**config.mk**
```make
export PLATFORM = sky130hd
export DESIGN_NAME = multicycle_sequencer
export DESIGN_NICKNAME = d
export VERILOG_FILES = /design/src/rtl/multicycle_sequencer.sv
export SDC_FILE = /design/constraint.sdc
export NUM_CORES = 1
export LEC_CHECK = 0
export ABC_AREA = 1
export CORE_MARGIN = 2
export CORE_UTILIZATION = 30
export CTS_BUF_LIST = sky130_fd_sc_hd__clkbuf_8
export DETAILED_ROUTE_END_ITERATION = 8
export GPL_ROUTABILITY_DRIVEN = 1
export PLACE_DENSITY = 0.63
export SYNTH_ARGS = -nofsm -noshare
export SYNTH_HDL_FRONTEND = slang
export SYNTH_SLANG_ARGS = --single-unit
```
**constraint.sdc**
```tcl
create_clock -name clk -period 1.7 [get_ports clk]
set_input_delay 0.34 -clock clk [delete_from_list [all_inputs] [get_ports clk]]
set_output_delay 0.34 -clock clk [all_outputs]
set_load 0.05 [all_outputs]
```
**src/rtl/multicycle_sequencer.sv**
```systemverilog
// Multicycle RV32 control sequencer: fetch/decode/execute/mem/wb with
// handshake timeouts, a sticky trap state and a retired-instruction count.
module multicycle_sequencer #(
   parameter int MEM_TIMEOUT = 15,
   parameter int RETIRE_W    = 32
) (
   input  logic                clk,
   input  logic                rst_n,
   input  logic [6:0]          opcode,
   input  logic [2:0]          funct3,
   input  logic                funct7b5,
   input  logic                alu_zero,
   input  logic                imem_ready,
   input  logic                dmem_ready,
   output logic                imem_req,
   output logic                dmem_req,
   output logic                dmem_we,
   output logic                ir_we,
   output logic                pc_we,
   output logic                pc_src,
   output logic                reg_write,
   output logic                result_src,
   output logic                alu_src_b,
   output logic [3:0]          alu_control,
   output logic [2:0]          state_o,
   output logic                trap,
   output logic [1:0]          trap_cause,
   output logic [RETIRE_W-1:0] retired
);

   typedef enum logic [2:0] {
      S_FETCH   = 3'd0,
      S_DECODE  = 3'd1,
      S_EXECUTE = 3'd2,
      S_MEM     = 3'd3,
      S_WB      = 3'd4,
      S_TRAP    = 3'd5
   } state_t;

   localparam logic [6:0] OP_R  = 7'b0110011;
   localparam logic [6:0] OP_I  = 7'b0010011;
   localparam logic [6:0] OP_LD = 7'b0000011;
   localparam logic [6:0] OP_ST = 7'b0100011;
   localparam logic [6:0] OP_BR = 7'b1100011;

   localparam logic [3:0] ALU_AND = 4'b0000;
   localparam logic [3:0] ALU_OR  = 4'b0001;
   localparam logic [3:0] ALU_ADD = 4'b0010;
   localparam logic [3:0] ALU_SUB = 4'b0110;
   localparam logic [3:0] ALU_SLT = 4'b0111;

   localparam logic [7:0] TO_LAST = 8'(MEM_TIMEOUT - 1);

   state_t        state_q, state_d;
   logic [7:0]    wait_q, wait_d;
   logic [1:0]    cause_q, cause_d;
   logic [6:0]    op_q;
   logic [2:0]    f3_q;
   logic          f7_q;
   logic          latch_en;
   logic          retire_en;
   logic [RETIRE_W-1:0] retired_q;

   logic is_r, is_i, is_ld, is_st, is_br, legal_in;
   logic [3:0] exec_alu;

   assign is_r  = (op_q == OP_R);
   assign is_i  = (op_q == OP_I);
   assign is_ld = (op_q == OP_LD);
   assign is_st = (op_q == OP_ST);
   assign is_br = (op_q == OP_BR);

   assign legal_in = (opcode == OP_R) || (opcode == OP_I) ||
                     (opcode == OP_LD) || (opcode == OP_ST) ||
                     (opcode == OP_BR);

   // funct7b5 selects SUB only for register-register ops
   always_comb begin
      exec_alu = ALU_ADD;
      if (is_br) begin
         exec_alu = ALU_SUB;
      end else if (is_r || is_i) begin
         case (f3_q)
            3'b000:  exec_alu = (is_r && f7_q) ? ALU_SUB : ALU_ADD;
            3'b010:  exec_alu = ALU_SLT;
            3'b110:  exec_alu = ALU_OR;
            3'b111:  exec_alu = ALU_AND;
            default: exec_alu = ALU_ADD;
         endcase
      end
   end

   always_comb begin
      state_d     = state_q;
      wait_d      = wait_q;
      cause_d     = cause_q;
      latch_en    = 1'b0;
      retire_en   = 1'b0;
      imem_req    = 1'b0;
      dmem_req    = 1'b0;
      dmem_we     = 1'b0;
      ir_we       = 1'b0;
      pc_we       = 1'b0;
      pc_src      = 1'b0;
      reg_write   = 1'b0;
      result_src  = 1'b0;
      alu_src_b   = 1'b0;
      alu_control = ALU_ADD;
      case (state_q)
         S_FETCH: begin
            imem_req = 1'b1;
            if (imem_ready) begin
               ir_we   = 1'b1;
               pc_we   = 1'b1;
               state_d = S_DECODE;
            end else if (wait_q == TO_LAST) begin
               state_d = S_TRAP;
               cause_d = 2'b10;
            end else begin
               wait_d = wait_q + 8'd1;
            end
         end
         S_DECODE: begin
            latch_en = 1'b1;
            if (legal_in) begin
               state_d = S_EXECUTE;
            end else begin
               state_d = S_TRAP;
               cause_d = 2'b01;
            end
         end
         S_EXECUTE: begin
            alu_control = exec_alu;
            alu_src_b   = is_i || is_ld || is_st;
            if (is_r || is_i) begin
               state_d = S_WB;
            end else if (is_ld || is_st) begin
               state_d = S_MEM;
               wait_d  = 8'd0;
            end else if (is_br) begin
               pc_we     = alu_zero;
               pc_src    = alu_zero;
               retire_en = 1'b1;
               state_d   = S_FETCH;
               wait_d    = 8'd0;
            end else begin
               state_d = S_TRAP;
               cause_d = 2'b01;
            end
         end
         S_MEM: begin
            dmem_req = 1'b1;
            dmem_we  = is_st;
            if (dmem_ready) begin
               wait_d = 8'd0;
               if (is_st) begin
                  retire_en = 1'b1;
                  state_d   = S_FETCH;
               end else begin
                  state_d = S_WB;
               end
            end else if (wait_q == TO_LAST) begin
               state_d = S_TRAP;
               cause_d = 2'b11;
            end else begin
               wait_d = wait_q + 8'd1;
            end
         end
         S_WB: begin
            reg_write  = 1'b1;
            result_src = is_ld;
            retire_en  = 1'b1;
            state_d    = S_FETCH;
            wait_d     = 8'd0;
         end
         S_TRAP: begin
            state_d = S_TRAP;
         end
         default: begin
            state_d = S_TRAP;
            cause_d = 2'b01;
         end
      endcase
      // reset silences every strobe immediately, not at the next edge
      if (!rst_n) begin
         imem_req    = 1'b0;
         dmem_req    = 1'b0;
         dmem_we     = 1'b0;
         ir_we       = 1'b0;
         pc_we       = 1'b0;
         pc_src      = 1'b0;
         reg_write   = 1'b0;
         result_src  = 1'b0;
         alu_src_b   = 1'b0;
         alu_control = ALU_ADD;
      end
   end

   always_ff @(posedge clk or negedge rst_n) begin
      if (!rst_n) begin
         state_q   <= S_FETCH;
         wait_q    <= 8'd0;
         cause_q   <= 2'b00;
         op_q      <= 7'd0;
         f3_q      <= 3'd0;
         f7_q      <= 1'b0;
         retired_q <= '0;
      end else begin
         state_q <= state_d;
         wait_q  <= wait_d;
         cause_q <= cause_d;
         if (latch_en) begin
            op_q <= opcode;
            f3_q <= funct3;
            f7_q <= funct7b5;
         end
         if (retire_en) begin
            retired_q <= retired_q + {{(RETIRE_W-1){1'b0}}, 1'b1};
         end
      end
   end

   assign state_o    = state_q;
   assign trap       = rst_n && (state_q == S_TRAP);
   assign trap_cause = cause_q;
   assign retired    = retired_q;

endmodule

```
**Sequential cells colored by netlist name**

Scale bar: 20 um.
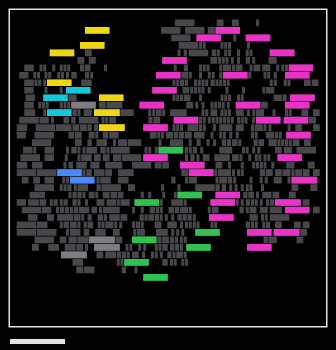
Key: green = wait_q [sequential cells 8]; magenta = retired [sequential cells 32]; blue = trap_cause [sequential cells 2]; cyan = f3_q [sequential cells 3]; yellow = op_q [sequential cells 7, where north-west]

**Cells colored by class**

Scale bar: 20 um.
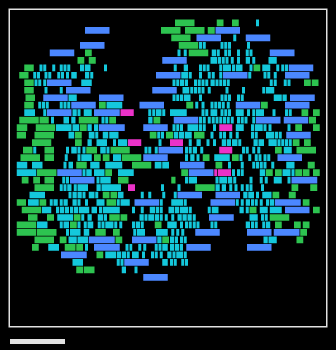
Key: green = remaining buffers and delay cells [cells 120, share of their area 24%]; cyan = combinational and other logic [cells 482, share of their area 47%]; magenta = clock drivers and dummy loads [cells 8, share of their area 1.8%]; blue = sequential cells [cells 56, share of their area 27%]
flop share of the area: 25.8%
Util after Layout: 45.5%
design area: 0.00546 mm2
Core Area: 0.0120 mm2

**Gate-type map**

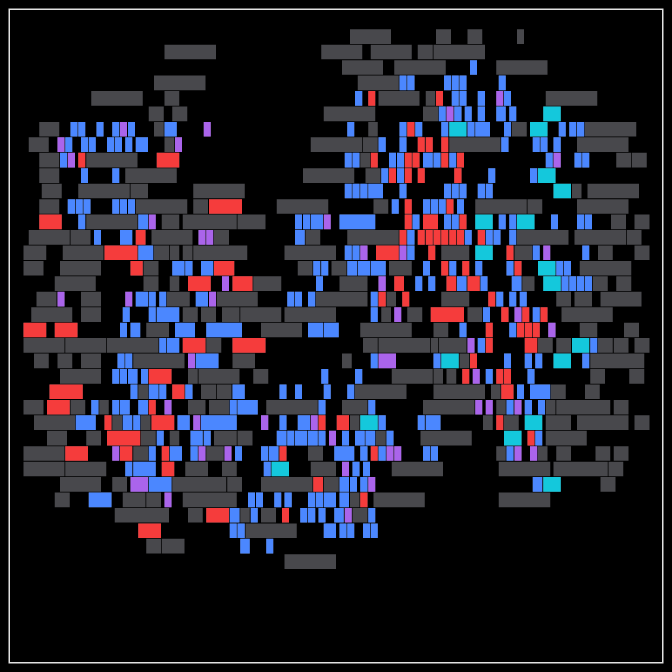
Key: blue = nand cells [cells 275, most used nand2_1]; red = nor cells [cells 92, most used nor2_1]; cyan = xor and xnor cells [cells 18, most used xor2_1]; purple = inv cells [cells 47, most used inv_1]
most frequent logic cell in the layout: nand2_1
final std cells w/o fill: 813
Comb/total area: 42.2%

==> Changelog: implementation <==
### Changed

* Final setup violating endpoints at 32
* Final ANT Viol Nets at 0
* Max layer used: met4
* Simple-Gate Area Share at ~42%
* Die Size at between 0.01 and 0.015 mm2
* Overall power at between 2 and 2.5 mW
* Port bufs at around 65
* Fillers at 1,187
* Final HPWL from detailed placement at 8.28 mm
* Vias per Instance at just under 5
* Initial Util at ~30%
* Crit path max-delay family: flip-flops
* Rel. slew slack at 64.4%
* Clock-net power at just under 0.8 mW
* Syn Nets at 565
* Setup bufs post-CTS at 5
* Status: finished, violations left
* Mux frac, synth at 0%
* Reg2Reg Depth at 11
* Max cap viols at 0
* Placer congestion estimate at 0.910
* Aoi share at 7.16%
* Die span in y at 115 um
* XOR Share, Synth at under 10%
* Area figure in the yosys stat output at around 0.0037 mm2
* Post-DP Area at 0.00506 mm2
* Clock buffer count at 6
* Yosys adder share at under 10%
* Clk_skew at 0.0127 ns
* Clock tree root buffer cell: clkbuf_8
* Crit Path Max Fanout at 4
* Switching Fraction at 23.3%
* Total grt overflow at 0
* Crit Path Class: reg2out
* Failing checks: setup timing
* Yosys cell count at roughly 550
* P_int at ~1.7 mW
* Die Span X at 115 um
* Unrepaired setup endpoints after global routing: yes
* CP bufs+invs at 2
* Sequential cell fraction of total power at between 50% and 60%
* CTS Buffer Depth at 2
* Num CTS Buffers at 5
* Synth unique cells at 37
* Final period demand of the worst path at 2.05 ns
* Metal-1 WL at about 5.0 mm
* Combinational power share at 5.4%
* Non-clock buffer share at a little under a quarter
* 1st-iter DRT viols at a little over 200
* Final hold vios at 0
* Post-route worst setup slack at -0.347 ns
* Final WL at 11.3 mm
* Critical Path Start Type: flop
* Worst-Margin Slew at about 0.53 ns
* Internal reg-to-reg setup slack at -0.08 ns
* NumNets Final at 684
**Clock distribution**

Scale bar: 20 um.
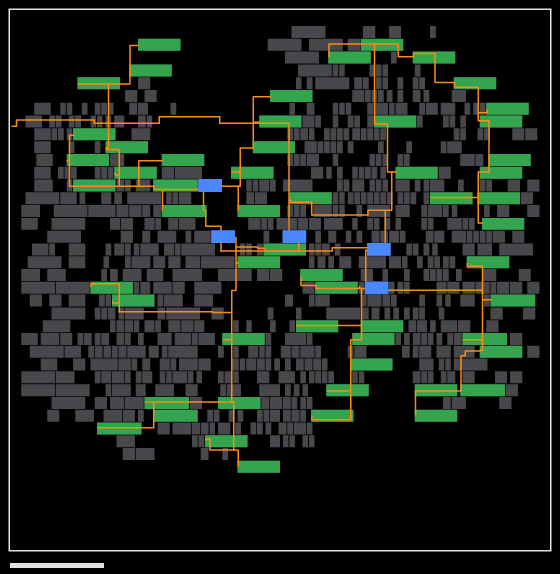
Key: blue = clock drivers [count 5]; green = flip-flops [count 56]; orange = clock wires [length 774 um]
Position of the flops: widely spread.

**Track usage over the die**

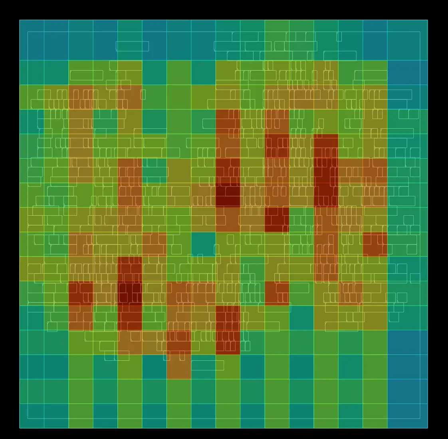
met1 Resource Use GR: 22.1%
met2 GRT Util: 28.3%
met3 Track Usage GR: 4.06%
DR WL/cell: 13.8 um
most used routing layer in global routing: met2

synthesized netlist by cell type, drive strengths merged:
master,count,share of area [%]
o21ai,29,4.2
xor2,13,3.1
nand3,30,4.7
nor3b,1,0.20
a21oi,7,1.1
nand2,228,23
dfrtp,56,38
clkbuf,1,0.10
nand4,8,1.4
a21boi,3,0.61
ha,3,1.0
and3,1,0.17
nor2,79,9.1
o22ai,1,0.17
a211oi,1,0.20
conb,1,0.10
inv,47,4.9
xnor2,5,1.2
nand3b,7,1.4
nor3,12,1.9
buf,9,2.2
o21bai,2,0.41
o221ai,1,0.24
a31o,1,0.24
flip-flops by register name (all words and copies together) (netlist names):
register and count:
f3_q 3, f7_q 1, op_q 7, retired 32, state_o 3, trap_cause 2, wait_q 8
Power and IR drop assume default switching activity.
